`config.mk`:
```
export PLATFORM = sky130hd
export DESIGN_NAME = read_arbiter_rr
export DESIGN_NICKNAME = d
export VERILOG_FILES = /design/src/rtl/read_arbiter_rr.sv
export SDC_FILE = /design/constraint.sdc
export NUM_CORES = 1
export LEC_CHECK = 0
export CORE_AREA = 5 5 79 81
export DETAILED_ROUTE_END_ITERATION = 7
export DIE_AREA = 0 0 84 86
export PLACE_DENSITY = 0.88
export SYNTH_ARGS = -nofsm -noshare
export SYNTH_HDL_FRONTEND = slang
export SYNTH_SLANG_ARGS = --single-unit
```
`constraint.sdc`:
```
create_clock -name clk -period 2.9 [get_ports clk]
set_clock_uncertainty 0.05 [all_clocks]
set_input_delay 0.58 -clock clk [delete_from_list [all_inputs] [get_ports clk]]
set_output_delay 0.58 -clock clk [all_outputs]
set_load 0.02 [all_outputs]
```
`src/rtl/read_arbiter_rr.sv`:
```
// AXI read-path arbiter: round-robin AR and R grants with
// per-(master, ID) ordering trackers and outstanding counts.
module read_arbiter_rr #(
  parameter int M = 2,
  parameter int S = 2,
  parameter int ID_W = 1,
  parameter int DEPTH = 2,
  parameter int ADDR_WIDTH = 32,
  localparam int MW = $clog2(M),
  localparam int SW = $clog2(S),
  localparam int NID = 2 ** ID_W,
  localparam int CW = $clog2(NID * DEPTH + 1),
  localparam int RW = MW + ID_W
) (
  input  logic                    clk,
  input  logic                    clr,
  input  logic [M-1:0]            AR_request_f,
  input  logic [M*ADDR_WIDTH-1:0] AR_addr_f,
  input  logic [M*ID_W-1:0]       AR_id_f,
  input  logic [M-1:0]            AR_hs_f,
  output logic [M-1:0]            AR_grant_f,
  output logic [M*SW-1:0]         AR_sel_f,
  input  logic [S-1:0]            R_request_f,
  input  logic [S*RW-1:0]         R_id_f,
  input  logic [S-1:0]            R_last_f,
  input  logic [S-1:0]            R_hs_f,
  output logic [S-1:0]            R_grant_f,
  output logic [M*CW-1:0]         outstanding_f
);
  localparam int NT = M * NID;
  localparam int PW = (DEPTH > 1) ? $clog2(DEPTH) : 1;
  localparam int DW = $clog2(DEPTH + 1);

  typedef enum logic {IDLE, GRANT} state_t;

  state_t ar_state, ar_nxt, r_state, r_nxt;
  logic [MW-1:0] ar_owner, ar_owner_nxt, ar_ptr;
  logic [SW-1:0] r_owner, r_owner_nxt, r_ptr;
  logic [RW-1:0] r_trk, r_trk_nxt;

  logic [SW-1:0] mem [NT][DEPTH];
  logic [PW-1:0] wp [NT];
  logic [PW-1:0] rp [NT];
  logic [DW-1:0] cnt [NT];

  logic [SW-1:0] sel [M];
  logic [RW-1:0] ar_key [M];
  logic [RW-1:0] r_key [S];
  logic [M-1:0] ar_elig;
  logic [S-1:0] r_elig;
  logic push, pop;
  logic [NT-1:0] push_hit, pop_hit;
  logic [CW-1:0] outs [M];
  logic unused;

  assign unused = ^AR_addr_f;

  function automatic logic [PW-1:0] inc(input logic [PW-1:0] p);
    return (int'(p) == DEPTH - 1) ? '0 : p + 1'b1;
  endfunction

  always_comb begin
    for (int m = 0; m < M; m++) begin
      sel[m] = AR_addr_f[m*ADDR_WIDTH+ADDR_WIDTH-SW +: SW];
      AR_sel_f[m*SW +: SW] = sel[m];
      ar_key[m] = {MW'(m), AR_id_f[m*ID_W +: ID_W]};
      ar_elig[m] = AR_request_f[m]
        && (cnt[ar_key[m]] != DW'(DEPTH));
    end
  end

  // RID is {master, id}, which is exactly the tracker index.
  always_comb begin
    for (int s = 0; s < S; s++) begin
      r_key[s] = '0;
      r_elig[s] = 1'b0;
      if (int'(R_id_f[s*RW+ID_W +: MW]) < M) begin
        r_key[s] = R_id_f[s*RW +: RW];
        r_elig[s] = R_request_f[s]
          && (cnt[r_key[s]] != '0)
          && (mem[r_key[s]][rp[r_key[s]]] == SW'(s));
      end
    end
  end

  always_comb begin
    int ai;
    logic found;
    ar_nxt = ar_state;
    ar_owner_nxt = ar_owner;
    push = 1'b0;
    found = 1'b0;
    ai = 0;
    unique case (ar_state)
      IDLE: begin
        for (int k = 1; k <= M; k++) begin
          ai = (int'(ar_ptr) + k) % M;
          if (!found && ar_elig[ai]) begin
            found = 1'b1;
            ar_owner_nxt = MW'(ai);
            ar_nxt = GRANT;
          end
        end
      end
      GRANT: begin
        if (AR_hs_f[ar_owner]) begin
          push = 1'b1;
          ar_nxt = IDLE;
        end else if (!AR_request_f[ar_owner]) begin
          ar_nxt = IDLE;
        end
      end
      default: ar_nxt = IDLE;
    endcase
  end

  always_comb begin
    int ri;
    logic found;
    r_nxt = r_state;
    r_owner_nxt = r_owner;
    r_trk_nxt = r_trk;
    pop = 1'b0;
    found = 1'b0;
    ri = 0;
    unique case (r_state)
      IDLE: begin
        for (int k = 1; k <= S; k++) begin
          ri = (int'(r_ptr) + k) % S;
          if (!found && r_elig[ri]) begin
            found = 1'b1;
            r_owner_nxt = SW'(ri);
            r_trk_nxt = r_key[ri];
            r_nxt = GRANT;
          end
        end
      end
      GRANT: begin
        if (R_hs_f[r_owner] && R_last_f[r_owner]) begin
          pop = 1'b1;
          r_nxt = IDLE;
        end
      end
      default: r_nxt = IDLE;
    endcase
  end

  always_comb begin
    AR_grant_f = '0;
    R_grant_f = '0;
    if (ar_state == GRANT) AR_grant_f[ar_owner] = 1'b1;
    if (r_state == GRANT) R_grant_f[r_owner] = 1'b1;
    for (int t = 0; t < NT; t++) begin
      push_hit[t] = push && (ar_key[ar_owner] == RW'(t));
      pop_hit[t] = pop && (r_trk == RW'(t));
    end
    for (int m = 0; m < M; m++)
      outstanding_f[m*CW +: CW] = outs[m];
  end

  always_ff @(posedge clk) begin
    if (clr) begin
      ar_state <= IDLE;
      r_state <= IDLE;
      ar_owner <= '0;
      r_owner <= '0;
      r_trk <= '0;
      ar_ptr <= MW'(M - 1);
      r_ptr <= SW'(S - 1);
    end else begin
      ar_state <= ar_nxt;
      r_state <= r_nxt;
      ar_owner <= ar_owner_nxt;
      r_owner <= r_owner_nxt;
      r_trk <= r_trk_nxt;
      if (push) ar_ptr <= ar_owner;
      if (pop) r_ptr <= r_owner;
    end
  end

  // Push and pop on one tracker cancel in the count only.
  always_ff @(posedge clk) begin
    for (int t = 0; t < NT; t++) begin
      if (clr) begin
        wp[t] <= '0;
        rp[t] <= '0;
        cnt[t] <= '0;
      end else begin
        if (push_hit[t]) begin
          mem[t][wp[t]] <= sel[ar_owner];
          wp[t] <= inc(wp[t]);
        end
        if (pop_hit[t]) rp[t] <= inc(rp[t]);
        if (push_hit[t] && !pop_hit[t])
          cnt[t] <= cnt[t] + 1'b1;
        else if (pop_hit[t] && !push_hit[t])
          cnt[t] <= cnt[t] - 1'b1;
      end
    end
  end

  always_ff @(posedge clk) begin
    for (int m = 0; m < M; m++) begin
      if (clr) begin
        outs[m] <= '0;
      end else begin
        logic up, dn;
        up = push && (ar_owner == MW'(m));
        dn = pop && (r_trk[RW-1:ID_W] == MW'(m));
        if (up && !dn) outs[m] <= outs[m] + 1'b1;
        else if (dn && !up) outs[m] <= outs[m] - 1'b1;
      end
    end
  end
endmodule

```
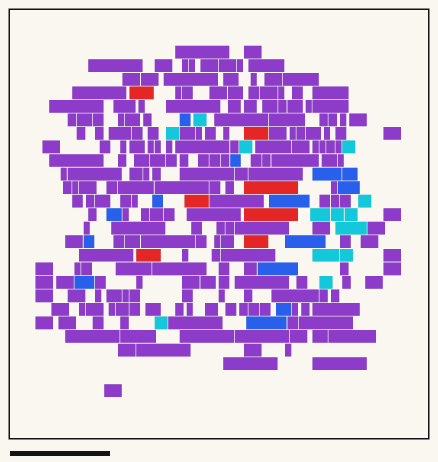
**Above:** run 1 (cell sizes after repair).
The bar under the picture is 20 um long.
size	color	cells	share
_0 and _1 cells	purple	220	87%
_3 and _4 cells	cyan	13	5.1%
_2 cells	blue	14	5.5%
_6 and larger	red	7	2.8%
Design Area, Final: 2880 um^2
Final WS setup: 287 ps
Non-clock buffers: 41
area grow syn2layout: 23.7%

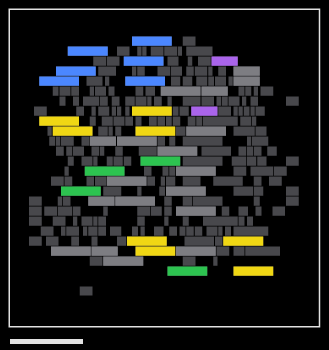
**Above:** run 1 (sequential cells grouped by signal name).
The bar under the picture is 20 um long. Other sequential cells in the stronger gray, the rest of the logic in the fainter gray.
signal	color	placed flops
outs	blue	6
r_trk	purple	2
wp	green	4
cnt	yellow	8
not colored	18
register area: 1060 um^2
sequential share of cell area: 36.9%
Seq group: 652 uW
post-layout util: 53.2%

==> flow_summary_export.csv, run 1 <==
group,metric,value,unit
die,fp_util,43.0,%
timing,setup_tns,0,ps
clocking,numCtsBuffers,5,
global_route,use_met2,26.3,%
timing,relSlewSlack,68.9,%
logic_synthesis,top_cell,"edfxtp_1",
drt,met2WireLength,2.61,mm
critical_path,critical_path.top_delay_family,"multiplexers",
drt,vias,1797,
critical_path,crit_type,"primary input to register",
clocking,cts_sinks,38,
placement,dp_cells,318,
timing,slew_viol_final,0,
timing,setup_violations,0,
drt,wl_per_cell,16.1,um
pwr,leakagePower,0.00105,uW
critical_path,critPathSlowestCell,"mux4_1",
die,fp.dieArea,7220,um^2
hold_path,whs_path_depth,2,
clocking,cts_htree_levels,2,
drt,viasPerCell,5.51,
logic_synthesis,top_cells_by_area,"edfxtp_1 39%, dfxtp_1 6.9%, mux4_1 4.5%",
logic_synthesis,ys_cells,216,
drt,drc,0,
die,pin_count,94,
global_route,grt.overflow.total,0,
final_layout,drive_gt1_share,13.4,%
timing,rsz0062_at_grt,"no",
logic_synthesis,synthesis.area,2330,um^2
logic_synthesis,edf_count,30,
pwr,power.total,1420,uW
logic_synthesis,synth_adder_area_share,1.94,%
logic_synthesis,yosys.area.top_type_share,38.7,%
final_layout,mi_logic_area,1180,um^2
timing,hold_viol_final,0,
run_status,outcome,"completed",
clocking,root_buffer,"clkbuf_8",
die,num_tap_cells,72,
clocking,cts_tree,"done",
timing,worst_pin_slew,462,ps
final_layout,clk_share,4.61,%
logic_synthesis,ys_sh_simple,26.1,%
job,tool_warnings,89,
die,die_width,84,um
pwr,pwr-share-seq,46.0,%
global_route,busiest_layer,"met2",
final_layout,bufAreaShareNonClock,13.4,%
critical_path,cp-end-kind,"register",
clocking,cts_buffer_depth,2,
logic_synthesis,topCombFamilyByArea,"simple AND/OR/NAND/NOR gates",
critical_path,crit_path_max_incr_delay,610,ps
drt,drtIter0Drc,132,
logic_synthesis,mux_area_share,11.2,%
drt,firstDrtPassIters,4,
drt,top_layer,"met4",
global_route,antenna_found_initial,0,
final_layout,nClkBuffers,5,
pwr,intPower,1080,uW
final_layout,comb_area_share,40.9,%
die,die_height,86,um
clocking,cts_hold_buf,0,
critical_path,cp.depth,7,
logic_synthesis,ys_ff,38,
critical_path,cp.required,3030,ps
global_route,grt_max_degree,47,
logic_synthesis,ys_async_sr_fraction,0,%
clocking,clk_pin_slew,80,ps
timing,fin_crit_sh,90.1,%
final_layout,nNonClkInverters,8,
final_layout,largest_class,"combinational gates",
logic_synthesis,ys_seq_share,45.6,%
critical_path,startpoint,"R_id_f[3]",
logic_synthesis,ys_chip_area,2330,um^2
drt,antenna_left,0,
critical_path,startpoint_type,"primary input",
final_layout,seq_cells,38,
critical_path,path_max_fanout,3,
pwr,switching_power,337,uW
placement,place_area,2740,um^2
logic_synthesis,ys_sh_aoi,7.15,%
hold_path,hold_class,"register to register",
logic_synthesis,synth_cell_types,52,
drt,wl_met3,247,um
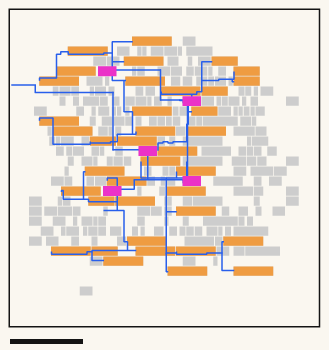
**Above:** run 1 (clock network drawn from the DEF).
The bar under the picture is 20 um long.
[clock wires] blue | length: 483 um
[flip-flops] orange | count: 38
[clock drivers] magenta | count: 5
routed clock nets	6
Late-Pin Clk Latency: 290 ps
P_clk: 530 uW
Clock power frac: 37.4%

## run 1: placed cells by master, fill, tap and decap left out, types with 2 or more instances in the layout
cell type         n
clkbuf_8          5
nand4b_1          2
nor3b_1           3
o211ai_1          2
ha_1              2
mux4_2            4
and2_1            4
a31oi_1           3
xnor2_1           9
inv_1             8
mux4_1            4
buf_4            10
or2_0             2
nor4_1            2
or3b_2            2
o21ai_0           2
xor2_1            2
edfxtp_1         30
a21oi_1           9
nand3_1           4
nand2b_1         11
nand2_1          11
nor2_1           21
or2_1             2
clkdlybuf4s50_1  31
dfxtp_1           8
bufinv_16         2
or3_1             4
nand4_1           3
mux2i_1           4
nor2b_1           3
and3_1            3
or2_2             4
nand3b_1          2
nor3_1           18
==> run 2, diff against run 1 <==
--- a/config.mk
+++ b/config.mk
@@ -5,9 +5,11 @@
 export SDC_FILE = /design/constraint.sdc
 export NUM_CORES = 1
 export LEC_CHECK = 0
-export CORE_AREA = 5 5 79 81
+export CELL_PAD_IN_SITES_DETAIL_PLACEMENT = 0
+export CELL_PAD_IN_SITES_GLOBAL_PLACEMENT = 1
+export CORE_AREA = 5 5 103 81
 export DETAILED_ROUTE_END_ITERATION = 7
-export DIE_AREA = 0 0 84 86
+export DIE_AREA = 0 0 108 86
 export PLACE_DENSITY = 0.88
 export SYNTH_ARGS = -nofsm -noshare
 export SYNTH_HDL_FRONTEND = slang
==> run 2 against run 1 <==
Effect of this change:
- first-iteration DRC count is 21% lower
- largest cell class unchanged
- sequential power barely moved
- final cell count up 8.9%
- clock power is 28% lower
- sequential cell count is the same
- hold slack improved by 2.1 ps
- critical endpoint unchanged
- combinational power about the same
==> flow_summary_export.csv, run 2 <==
group,metric,value,unit
timing,fin_ws,253,ps
final_layout,seq_cells,38,
final_layout,bufAreaShareNonClock,13.4,%
final_layout,drive_gt1_share,13.8,%
final_layout,nNonClkInverters,8,
final_layout,largest_class,"combinational gates",
hold_path,hold_class,"register to register",
logic_synthesis,yosys.area.top_type_share,38.7,%
placement,place_area,2780,um^2
critical_path,critPathSlowestCell,"mux4_1",
critical_path,path_max_fanout,3,
logic_synthesis,synth_adder_area_share,1.94,%
timing,fin_crit_sh,91.3,%
drt,vias,1795,
drt,drtIter0Drc,104,
critical_path,cp.required,3030,ps
logic_synthesis,ys_seq_share,45.6,%
die,die_width,108,um
logic_synthesis,ys_ff,38,
logic_synthesis,top_cell,"edfxtp_1",
drt,drc,0,
critical_path,cp-end-kind,"register",
clocking,root_buffer,"clkbuf_8",
drt,antenna_left,0,
die,pin_count,94,
timing,setup_tns,0,ps
clocking,cts_buffer_depth,2,
logic_synthesis,synthesis.area,2330,um^2
logic_synthesis,ys_sh_simple,26.1,%
clocking,clk_latency,290,ps
logic_synthesis,ys_cells,216,
final_layout,buffers,41,
final_layout,layout-area-overhead-vs-synth,23.6,%
final_layout,layout_top_cells,"31 x clkdlybuf4s50_1, 30 x edfxtp_1, 21 x nor2_1, 18 x nor3_1",
critical_path,startpoint,"R_id_f[3]",
critical_path,startpoint_type,"primary input",
logic_synthesis,top_cells_by_area,"edfxtp_1 39%, dfxtp_1 6.9%, mux4_1 4.5%",
job,tool_warnings,89,
global_route,antenna_found_initial,0,
pwr,leakagePower,0.00103,uW
critical_path,critical_path.top_delay_family,"multiplexers",
hold_path,whs_path_depth,2,
logic_synthesis,ys_sh_aoi,7.15,%
drt,viasPerCell,5.06,
final_layout,sh_seq_area,36.9,%
timing,slew_viol_final,0,
drt,firstDrtPassIters,4,
logic_synthesis,ys_async_sr_fraction,0,%
placement,dp_cells,347,
critical_path,timing.rr.start,"cnt[2][1]",
timing,rsz0062_at_grt,"no",
timing,relSlewSlack,65.4,%
final_layout,clk_share,3.31,%
final_layout,mi_logic_area,1180,um^2
final_layout,fin_util,40.1,%
logic_synthesis,synth_cell_types,52,
timing,worst_pin_slew,517,ps
clocking,clk_pin_slew,80,ps
logic_synthesis,ys_chip_area,2330,um^2
timing,hold_viol_final,0,
logic_synthesis,topCombFamilyByArea,"simple AND/OR/NAND/NOR gates",
final_layout,comb_area_share,40.9,%
final_layout,design_area,2880,um^2
critical_path,reg2reg_to,"r_trk[1]",
pwr,power.total,1270,uW
drt,wl_per_cell,14.7,um
final_layout,final_common_cell,"clkdlybuf4s50_1",
die,num_tap_cells,101,
final_layout,regArea,1060,um^2
global_route,grt_max_degree,47,
critical_path,cp.depth,7,
critical_path,crit_type,"primary input to register",
die,fp.dieArea,9290,um^2
logic_synthesis,mux_area_share,11.2,%
timing,setup_violations,0,
die,die_height,86,um
clocking,cts_hold_buf,0,
clocking,cts_tree,"done",
logic_synthesis,ys_top_cells_by_count,"30 x edfxtp_1, 21 x nor2_1, 18 x nor3_1",
run_status,outcome,"completed",
timing,hold_slack,471,ps
critical_path,crit_path_max_incr_delay,600,ps
[run 2: netlist changes by cell type in the layout (fill, tap and decap cells not counted)]
cell,delta
bufinv_16,-2
clkbuf_8,+1
clkinv_1,-1
clkinv_2,+1
clkinvlp_4,+1
[run 2: report_power, final]
group / total, uW / leakage (uW) / internal [uW] / switching (uW)
combinational: 235 / 0.000616 / 122 / 114
sequential: 653 / 0.000366 / 619 / 34.0
clock: 382 / 0.0000472 / 191 / 191
[run 2: metal layers]
| metal | up-vias | GRT usage, % | share of wire (%) |
|---|---|---|---|
| li1 | 869 | - | - |
| met1 | 879 | 16.3 | 48 |
| met2 | 43 | 18.4 | 46 |
| met3 | 4 | 3.31 | 4.8 |
| met4 | 0 | 2.98 | 0.92 |
| met5 | - | 0 | 0 |
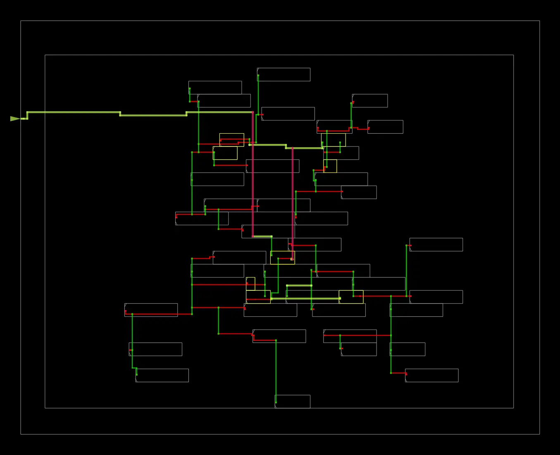
**Above:** run 2 (clock wiring as the flow saved it).
clk sink count: 38
CLK BUF: 6
number of buffers created by CTS: 5

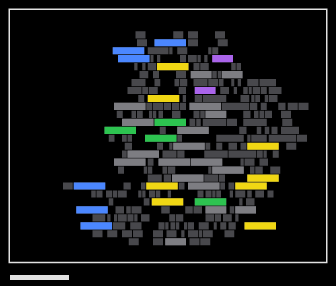
**Above:** run 2 (sequential cells grouped by signal name).
The bar under the picture is 20 um long. Other sequential cells in the stronger gray, the rest of the logic in the fainter gray.
signal	color	placed flops
wp	green	4
cnt	yellow	8
r_trk	purple	2
outs	blue	6

Power is estimated from default activity; no workload was simulated.
